Run 1, supply network:
The bar under the picture is 20 um long. Pins as bars on the die edge. Tap cells in gray.
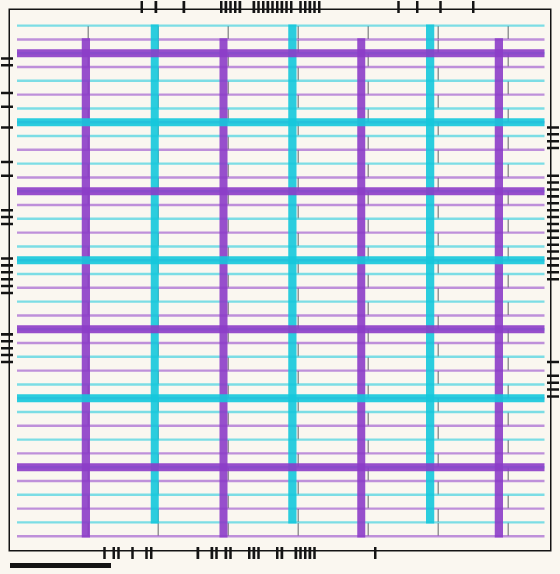
Run 1, cell density map:
The bar under the picture is 20 um long. The die is cut into 11 by 11 equal tiles; white is low, dark blue is high, 0 to 100% covered.
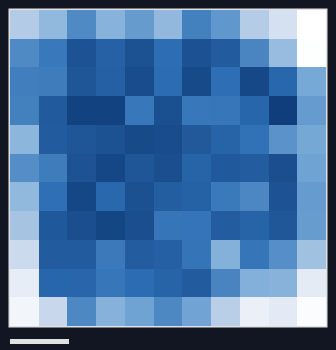
Run 1, port wiring:
The bar under the picture is 20 um long.
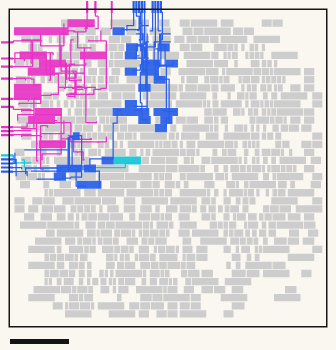
$ cat src/rtl/addr_gen_pkg.sv
// Shared types for the 2D address generator: FSM encoding and the latched job descriptor.
// The col_major field exists only when ADDR_GEN_COL_MAJOR_EN is defined.
package addr_gen_pkg;

    localparam int unsigned AW_DEF    = 12;
    localparam int unsigned CNT_W_DEF = AW_DEF + 1;

    typedef enum logic [1:0] {
        IDLE   = 2'd0,
        RUN    = 2'd1,
        FINISH = 2'd2
    } state_t;

    typedef struct packed {
        logic [AW_DEF-1:0]    base;
        logic [CNT_W_DEF-1:0] rows;
        logic [CNT_W_DEF-1:0] cols;
        logic [AW_DEF-1:0]    row_stride;
`ifdef ADDR_GEN_COL_MAJOR_EN
        logic                 col_major;
`endif
    } job_t;

endpackage

$ cat src/rtl/index_counter.sv
// Wrapping loop index: counts 0..limit-1 on inc, with a registered flag marking the final index.
module index_counter #(
    parameter int unsigned AW    = 12,
    parameter int unsigned CNT_W = AW + 1
) (
    input  logic             CLK,
    input  logic             RST,
    input  logic             clear,
    input  logic             inc,
    input  logic [CNT_W-1:0] limit,
    output logic [AW-1:0]    count,
    output logic             at_limit
);

    // at_limit tracks count == limit-1 for the value being loaded, so it is ready with count
    always_ff @(posedge CLK or posedge RST) begin
        if (RST) begin
            count    <= '0;
            at_limit <= 1'b0;
        end else if (clear || (inc && at_limit)) begin
            count    <= '0;
            at_limit <= (limit == CNT_W'(1));
        end else if (inc) begin
            count    <= count + AW'(1);
            at_limit <= ((CNT_W'(count) + CNT_W'(2)) == limit);
        end
    end

endmodule

$ cat src/rtl/addr_gen_2d.sv
// 2D address generator: walks a rows x cols window at base + row*row_stride + col (mod 2^AW).
// Define ADDR_GEN_COL_MAJOR_EN to add the col_major port for column-major traversal.
module addr_gen_2d
    import addr_gen_pkg::*;
#(
    parameter int unsigned AW    = AW_DEF,
    parameter int unsigned CNT_W = AW + 1
) (
    input  logic             CLK,
    input  logic             RST,
    input  logic             start,
    input  logic [AW-1:0]    base,
    input  logic [CNT_W-1:0] rows,
    input  logic [CNT_W-1:0] cols,
    input  logic [AW-1:0]    row_stride,
`ifdef ADDR_GEN_COL_MAJOR_EN
    input  logic             col_major,
`endif
    output logic             busy,
    output logic             valid,
    input  logic             ready,
    output logic [AW-1:0]    addr,
    output logic [AW-1:0]    row,
    output logic [AW-1:0]    col,
    output logic             last,
    output logic             done
);

    state_t          state;
    job_t            job;
    job_t            job_in;
    logic [AW-1:0]   outer_base;
    logic            cm_in;
    logic            cm_job;
    logic            accept;
    logic            fire;
    logic            inner_wrap;
    logic [CNT_W-1:0] inner_limit;
    logic [CNT_W-1:0] outer_limit;
    logic [AW-1:0]   inner_step;
    logic [AW-1:0]   outer_step;
    logic [AW-1:0]   inner_count;
    logic [AW-1:0]   outer_count;
    logic            inner_at_limit;
    logic            outer_at_limit;

`ifdef ADDR_GEN_COL_MAJOR_EN
    assign cm_in  = col_major;
    assign cm_job = job.col_major;
`else
    assign cm_in  = 1'b0;
    assign cm_job = 1'b0;
`endif

    always_comb begin
        job_in            = '0;
        job_in.base       = AW_DEF'(base);
        job_in.rows       = CNT_W_DEF'(rows);
        job_in.cols       = CNT_W_DEF'(cols);
        job_in.row_stride = AW_DEF'(row_stride);
`ifdef ADDR_GEN_COL_MAJOR_EN
        job_in.col_major  = col_major;
`endif
    end

    assign accept     = (state == IDLE) && start;
    assign fire       = valid && ready;
    assign inner_wrap = fire && inner_at_limit;

    // Counters reload on the start cycle, so their limits come from the live inputs while idle
    always_comb begin
        if (state == IDLE) begin
            inner_limit = cm_in ? rows : cols;
            outer_limit = cm_in ? cols : rows;
        end else begin
            inner_limit = cm_job ? CNT_W'(job.rows) : CNT_W'(job.cols);
            outer_limit = cm_job ? CNT_W'(job.cols) : CNT_W'(job.rows);
        end
        inner_step = cm_job ? AW'(job.row_stride) : AW'(1);
        outer_step = cm_job ? AW'(1) : AW'(job.row_stride);
    end

    index_counter #(.AW(AW), .CNT_W(CNT_W)) u_inner (
        .CLK      (CLK),
        .RST      (RST),
        .clear    (accept),
        .inc      (fire),
        .limit    (inner_limit),
        .count    (inner_count),
        .at_limit (inner_at_limit)
    );

    index_counter #(.AW(AW), .CNT_W(CNT_W)) u_outer (
        .CLK      (CLK),
        .RST      (RST),
        .clear    (accept),
        .inc      (inner_wrap),
        .limit    (outer_limit),
        .count    (outer_count),
        .at_limit (outer_at_limit)
    );

    assign row  = cm_job ? inner_count : outer_count;
    assign col  = cm_job ? outer_count : inner_count;
    assign last = valid && inner_at_limit && outer_at_limit;

    // Job control; addr advances by inner_step, or restarts from the bumped outer base on a wrap
    always_ff @(posedge CLK or posedge RST) begin
        if (RST) begin
            state      <= IDLE;
            job        <= '0;
            outer_base <= '0;
            addr       <= '0;
            busy       <= 1'b0;
            valid      <= 1'b0;
            done       <= 1'b0;
        end else begin
            done <= 1'b0;
            case (state)
                IDLE: begin
                    if (start) begin
                        job        <= job_in;
                        outer_base <= base;
                        addr       <= base;
                        if ((rows == '0) || (cols == '0)) begin
                            state <= FINISH;
                            done  <= 1'b1;
                        end else begin
                            state <= RUN;
                            busy  <= 1'b1;
                            valid <= 1'b1;
                        end
                    end
                end
                RUN: begin
                    if (fire) begin
                        if (last) begin
                            state <= FINISH;
                            busy  <= 1'b0;
                            valid <= 1'b0;
                            done  <= 1'b1;
                        end else if (inner_at_limit) begin
                            outer_base <= outer_base + outer_step;
                            addr       <= outer_base + outer_step;
                        end else begin
                            addr <= addr + inner_step;
                        end
                    end
                end
                FINISH:  state <= IDLE;
                default: state <= IDLE;
            endcase
        end
    end

endmodule

$ cat config.mk
export PLATFORM = sky130hd
export DESIGN_NAME = addr_gen_2d
export DESIGN_NICKNAME = d
export VERILOG_FILES = /design/src/rtl/addr_gen_pkg.sv /design/src/rtl/index_counter.sv /design/src/rtl/addr_gen_2d.sv
export SDC_FILE = /design/constraint.sdc
export NUM_CORES = 1
export LEC_CHECK = 0
export CAP_MARGIN = 40
export CORE_UTILIZATION = 57
export CTS_BUF_LIST = sky130_fd_sc_hd__clkbuf_8
export DETAILED_ROUTE_END_ITERATION = 10
export GPL_TIMING_DRIVEN = 0
export PLACE_DENSITY = 0.84
export SKIP_LAST_GASP = 1
export SLEW_MARGIN = 20
export SYNTH_ARGS = -nofsm -noshare
export SYNTH_HDL_FRONTEND = slang
export SYNTH_HIERARCHICAL = 1
export SYNTH_SLANG_ARGS = --single-unit
$ cat constraint.sdc
create_clock -name CLK -period 2.9 [get_ports CLK]
set_input_delay 0.58 -clock CLK [delete_from_list [all_inputs] [get_ports CLK]]
set_output_delay 0.58 -clock CLK [all_outputs]
set_load 0.01 [all_outputs]
==> Changelog: implementation, run 1 <==
## Flow update

- Core area: 10,460 um^2
- OpenROAD warning count: 26
- Worst Setup SP: start
- Largest net degree at the start of global routing: 37
- Via Count: 5,702
- Register area: 2302 um^2
- Post-route clock period utilization: 96.91%
- H-tree levels: 3
- Post-synthesis xor/xnor area fraction: 6.339%
- Buffers, non-clock: 126
- Worst-Skew Late Latency: 0.39 ns
- Status: complete, no violations
- CTS Hold Bufs: 0
- Final Util: 72.90%
- Leakage power: 0.003075 uW
- Mi-comb count: 520
- Final setup violation count: 0
- Tightest Pin Transition: 0.6619 ns
- Grt met3 use: 4.047%
- Clock root buffer: clkbuf_8
- Max-area cell share: 37.03%
- Core Rows: 37
- Most numerous logic cell after layout: clkdlybuf4s50_1
- Post-synth ARST share: 100.0%
- Remaining Overflow, GRT: 0
- Filler cell count: 771
- Hold Fails Final Rpt: 0
- Vias/cell: 6.273
- Top cells by area: dfrtp_1 37%, mux2_2 11%, xnor2_1 4.4%
- Top reg by flops: job
- Post-route antenna net violation count: 0
- NonClk Buf Share: 15.09%
- GRT busiest layer: met2
- M1 GR Usage: 36.92%
Back to the opening pictures, 'supply network':
[VSS] purple
[VDD] cyan
met4 straps: 7
met5 straps: 7
met1 rails: 38
tap cells: 136

Back to the opening pictures, 'cell density map':
emptiest ninth of the die: bottom right
densest ninth of the die: middle
mean over tiles: 66%
nearly empty tiles: 2.5%

Back to the opening pictures, 'port wiring':
[rows] blue | bits: 13 | direction: input | edge: 9 top, 4 left | end cells: 30 | wire: 546 um
[done] cyan | bits: 1 | direction: output | edge: left | end cells: 1 | wire: 53.3 um
[row] magenta | bits: 12 | direction: output | edge: 9 left, 3 top | end cells: 12 | wire: 607 um

[run 1: kinds of logic (layout without fill, tap and decap cells)]
kind of cell | after synthesis | after routing
muxes | 75 | 75
DFF | 92 | 92
and+or+nand+nor | 231 | 231
buffers and inverters | 48 | 161
AOI/OAI and AO/OA | 152 | 152
adders and majority gates | 17 | 17
xor gates and xnor gates | 45 | 45
[run 1: cells in the mapped netlist, types with 3 or more instances]
| cell | count |
|---|---|
| a21oi_1 | 42 |
| nand2_2 | 3 |
| a41oi_1 | 3 |
| o21ai_0 | 37 |
| nand2b_1 | 10 |
| a221oi_1 | 3 |
| nand2_1 | 51 |
| or3_2 | 6 |
| nor4_1 | 13 |
| nor3_1 | 13 |
| o31ai_1 | 4 |
| and3_1 | 7 |
| or4_1 | 4 |
| o21a_1 | 5 |
| a21o_1 | 10 |
| ha_1 | 16 |
| a211o_1 | 3 |
| a21boi_0 | 3 |
| xnor2_1 | 31 |
| o2111ai_1 | 4 |
| clkbuf_1 | 11 |
| xor2_1 | 14 |
| nand3b_1 | 4 |
| nor2_1 | 51 |
| o311a_1 | 4 |
| mux2_2 | 63 |
| nand3_1 | 15 |
| or3_1 | 14 |
| mux2i_1 | 12 |
| buf_2 | 10 |
| buf_6 | 5 |
| nor2b_1 | 5 |
| and2_1 | 4 |
| inv_1 | 19 |
| buf_4 | 3 |
| nand4_1 | 15 |
| dfrtp_1 | 92 |
| a211oi_1 | 5 |
| and4_1 | 3 |
| nand3_4 | 3 |
| a31oi_1 | 7 |
| o21ai_1 | 3 |
[run 1: power breakdown]
| part | total (uW) | internal [uW] | switching [uW] |
|---|---|---|---|
| logic | 2730 | 1370 | 1370 |
| clock network | 981 | 502 | 479 |
| registers | 2010 | 1670 | 342 |
==> run 1 -> run 2 <==
--- a/config.mk
+++ b/config.mk
@@ -6,13 +6,13 @@
 export NUM_CORES = 1
 export LEC_CHECK = 0
 export CAP_MARGIN = 40
+export CORE_ASPECT_RATIO = 0.5
 export CORE_UTILIZATION = 57
 export CTS_BUF_LIST = sky130_fd_sc_hd__clkbuf_8
 export DETAILED_ROUTE_END_ITERATION = 10
 export GPL_TIMING_DRIVEN = 0
 export PLACE_DENSITY = 0.84
 export SKIP_LAST_GASP = 1
-export SLEW_MARGIN = 20
 export SYNTH_ARGS = -nofsm -noshare
 export SYNTH_HDL_FRONTEND = slang
 export SYNTH_HIERARCHICAL = 1
Run 2, port wiring:
The bar under the picture is 50 um long.
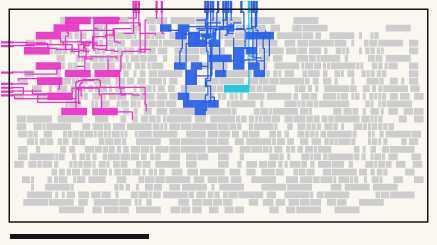
[done] cyan | bits: 1 | direction: output | edge: top | end cells: 1 | wire: 29.7 um
[rows] blue | bits: 13 | direction: input | edge: top | end cells: 30 | wire: 464 um
[row] magenta | bits: 12 | direction: output | edge: 7 left, 5 top | end cells: 12 | wire: 631 um

==> Changelog: implementation, run 2 <==
## Flow update

- Final Util: 72.87% (about the same)
- Core area: 10,410 um^2 (-0.50%)
- Status: complete, no violations
- Reg2reg end: u_inner/at_limit
- Ys Warns: 6
- Most numerous logic cell after layout: clkdlybuf4s50_1
- Post-route design area: 7586 um^2
- Final setup violation count: 0 (unchanged)
- Period minus WS final: 2.737 ns
- H-tree levels: 3 (unchanged)
- FMAX: 365.3 MHz
- Clk sinks: 92
- CTS Hold Bufs: 0 (unchanged)
- OpenROAD warning count: 27 (+3.8%)
- Hold Fails Final Rpt: 0 (unchanged)
- # Cells Yosys: 660
- Post-route clock period utilization: 94.39% (-2.5 points)
- Largest net degree at the start of global routing: 35 (-5.4%)
- Clock root buffer: clkbuf_8
- Vias/cell: 6.112 (-2.6%)
- Leakage power: 0.003042 uW (-1.1%)
- Post-synth ARST share: 100.0% (unchanged)
- Average wire per standard cell: 17.42 um
- Top cells by area: dfrtp_1 37%, mux2_2 11%, xnor2_1 4.4%
- Ant. Diodes: 0
- Remaining Overflow, GRT: 0 (unchanged)
- Cell Pwr Density: 741.5 nW/um^2
- Via Count: 5,562 (-2.5%)
- Post-route antenna net violation count: 0 (unchanged)
- Yosys top cell by instances: dfrtp_1
- WP data arrival: 3.03 ns
- Core Rows: 26 (-30%)
- Top reg by flops: job
- CP delay by family, top: buffers and inverters
- Setup ws final: 0.1626 ns
- Tightest Pin Transition: 0.7161 ns (+0.05420 ns)
- PortBufs: 93
- Worst-Skew Late Latency: 0.37 ns (-0.02 ns)
- Top cells by count: 92 x dfrtp_1, 63 x mux2_2, 51 x nand2_1, 51 x nor2_1, 42 x a21oi_1
- Crit-path max FO: 13
- Max-area cell share: 37.03% (unchanged)
- Worst Setup SP: start
==> run 2: cell counts after synthesis <==
Identical to the previous run, type by type.
==> run 2: final cells by class <==
type,instances,area [um^2]
buffer,29,182.7
tap,140,175.2
inverter,19,71.32
multi-input combinational,520,3692
fill,776,2824
timing repair buffer,94,950.9
sequential,92,2302
clock buffer,11,151.4
clock inverter,5,60.06
==> run 2: power breakdown <==
group	total (uW)	switching [uW]	leakage, uW	internal (uW)
registers	2000	337	0.00114	1670
logic	2700	1340	0.00180	1350
clock network	925	478	0.000106	447
total	5630	2160	0.00304	3470
==> run 2: per-layer routing <==
metal / part of all wire [%] / track usage [%] / wire length (um) / vias to the layer above
met4: 0.87 / 6.061 / 138 / 0
met2: 47 / 49.90 / 7451 / 193
met5: 0 / 0 / 0 / -
li1: - / - / - / 2639
met3: 6.0 / 5.329 / 956 / 22
met1: 46 / 39.24 / 7304 / 2708
==> run 2: logic make-up after synthesis <==
group	after synthesis	synth area share (%)
simple gates	231	19.86
compound gates	152	16.00
flops	92	37.03
mux	75	13.34
buf+inv	48	3.884
xor+xnor	45	6.339
fa+ha+maj	17	3.542
==> run 2: stage by stage <==
step / instances / total power (uW) / hold WS (ns) / TNS (ns)
after global routing: 910 / 6006 / 0.5278 / 0
after global placement: 893 / 4530 / 0.4682 / -38.46
after detailed placement: 894 / 4652 / 0.4808 / -2.485
after CTS: 910 / 5594 / 0.5027 / -0.002961
after floorplan: 660 / 3866 / 0.4538 / 0
final: 910 / 5625 / 0.5018 / 0
==> run 2: what timing repair did <==
| action | CTS | global route |
|---|---|---|
| resized | 5 | 8 |
| setup endpoints to repair | 5 | 8 |
| endpoints found under the hold margin | 0 | 0 |
| pin swaps | 0 | 1 |
| gates cloned | 0 | 0 |
==> run 2 -> run 3 <==
--- a/config.mk
+++ b/config.mk
@@ -8,10 +8,10 @@
 export CAP_MARGIN = 40
 export CORE_ASPECT_RATIO = 0.5
 export CORE_UTILIZATION = 57
-export CTS_BUF_LIST = sky130_fd_sc_hd__clkbuf_8
+export CTS_BUF_LIST = sky130_fd_sc_hd__clkbuf_4
 export DETAILED_ROUTE_END_ITERATION = 10
 export GPL_TIMING_DRIVEN = 0
-export PLACE_DENSITY = 0.84
+export PLACE_DENSITY = 0.94
 export SKIP_LAST_GASP = 1
 export SYNTH_ARGS = -nofsm -noshare
 export SYNTH_HDL_FRONTEND = slang
Run 3, port wiring:
The bar under the picture is 50 um long.
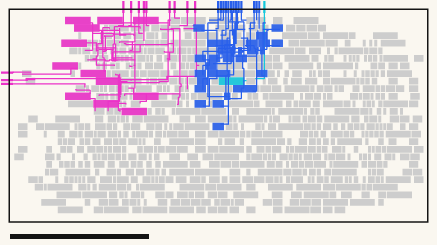
[row] magenta | bits: 12 | direction: output | edge: 9 top, 3 left | end cells: 12 | wire: 666 um
[done] cyan | bits: 1 | direction: output | edge: top | end cells: 1 | wire: 28.9 um
[rows] blue | bits: 13 | direction: input | edge: top | end cells: 30 | wire: 491 um

==> Changelog: implementation, run 3 <==
## Flow update

- Status: complete, no violations
- Remaining Overflow, GRT: 0 (unchanged)
- Flop Count: 92 (unchanged)
- Core area: 10,410 um^2 (unchanged)
- Period minus WS final: 2.800 ns (+0.06218 ns)
- Tap Cells: 140 (unchanged)
- Register area: 2302 um^2 (unchanged)
- Via Count: 5,673 (+2.0%)
- Layout clock buffer count: 9 (-2)
- Core Rows: 26 (unchanged)
- Post-synth ARST share: 100.0% (unchanged)
- Crit-path max FO: 13 (unchanged)
- WP data arrival: 3.19 ns (+0.16 ns)
- Sequential cell area share: 30.67% (+0.32 points)
- Average wire per standard cell: 17.86 um (+2.5%)
- Worst-Skew Late Latency: 0.48 ns (+0.11 ns)
- Buffers, non-clock: 123 (unchanged)
- Cell Pwr Density: 727.1 nW/um^2 (-1.9%)
- Logic cell area: 3694 um^2 (about the same)
- Hold Fails Final Rpt: 0 (unchanged)
- Leakage power: 0.003009 uW (-1.1%)
- Ant. Diodes: 0 (unchanged)
- Mi-comb count: 520 (unchanged)
- Final setup violation count: 0 (unchanged)
- Top cells by count: 92 x dfrtp_1, 63 x mux2_2, 51 x nand2_1, 51 x nor2_1, 42 x a21oi_1
- Clk sinks: 92 (unchanged)
- Top reg by flops: job
- Post-route clock period utilization: 96.54% (+2.1 points)
- Ys Warns: 6 (unchanged)
- Non-filler cells, final: 910 (unchanged)
-- run 3: cell counts after synthesis --
No cell type changed its count.
-- run 3: routing by layer --
layer / up-vias / routed length, um / global-route usage, %
li1: 2635 / - / -
met2: 269 / 7775 / 50.62
met4: 0 / 220 / 9.428
met3: 26 / 1313 / 6.407
met5: - / 0 / 0
met1: 2743 / 6942 / 38.61
-- run 3: final timing paths --
check	end	slack [ns]	depth (start not counted)
worst max-delay path	u_inner/at_limit	0.10	11
worst min-delay path	outer_base[4]	0.51	2
worst max register to register	u_inner/at_limit	0.10	11
worst min register to register	outer_base[4]	0.51	2
max in group asynchronous	job[29]	1.72	3
min in group asynchronous	u_outer/count[1]	0.52	2
-- run 3: cells by family after synthesis --
logic type | Yosys count | synth area share [%]
compound gates | 152 | 16.00
xor+xnor | 45 | 6.339
fa+ha+maj | 17 | 3.542
buf+inv | 48 | 3.884
flops | 92 | 37.03
mux | 75 | 13.34
simple gates | 231 | 19.86
-- run 3: per-stage QoR --
stage / power, uW / hold slack (ns)
finish: 5458 / 0.5115
global route: 5806 / 0.5497
CTS: 5411 / 0.5191
detailed placement: 4672 / 0.4866
global placement: 4505 / 0.4709
floorplan: 3866 / 0.4538
-- run 3: critical path, cell delays in order (launching register included) --
cell and delay (ns):
dfrtp_1 0.50, nor2_4 0.11, and2_1 0.16, buf_2 0.15, clkbuf_4 0.22, clkbuf_2 0.22
a21oi_2 0.33, nand3_1 0.16, o21a_1 0.18, nor4_1 0.32, nand4_1 0.15, o31ai_2 0.19
-- run 3: repair_timing --
item	CTS	global route
hold buffers	0	0
gates resized	6	4
endpoints found under the hold margin	0	0
endpoints found under the setup margin	6	5
pin swaps	0	1
-- run 3: power breakdown --
group / switching (uW) / internal (uW)
sequential: 342 / 1660
clock: 463 / 258
combinational: 1370 / 1360
No activity file was given, so power comes from the tool's default toggle rates.
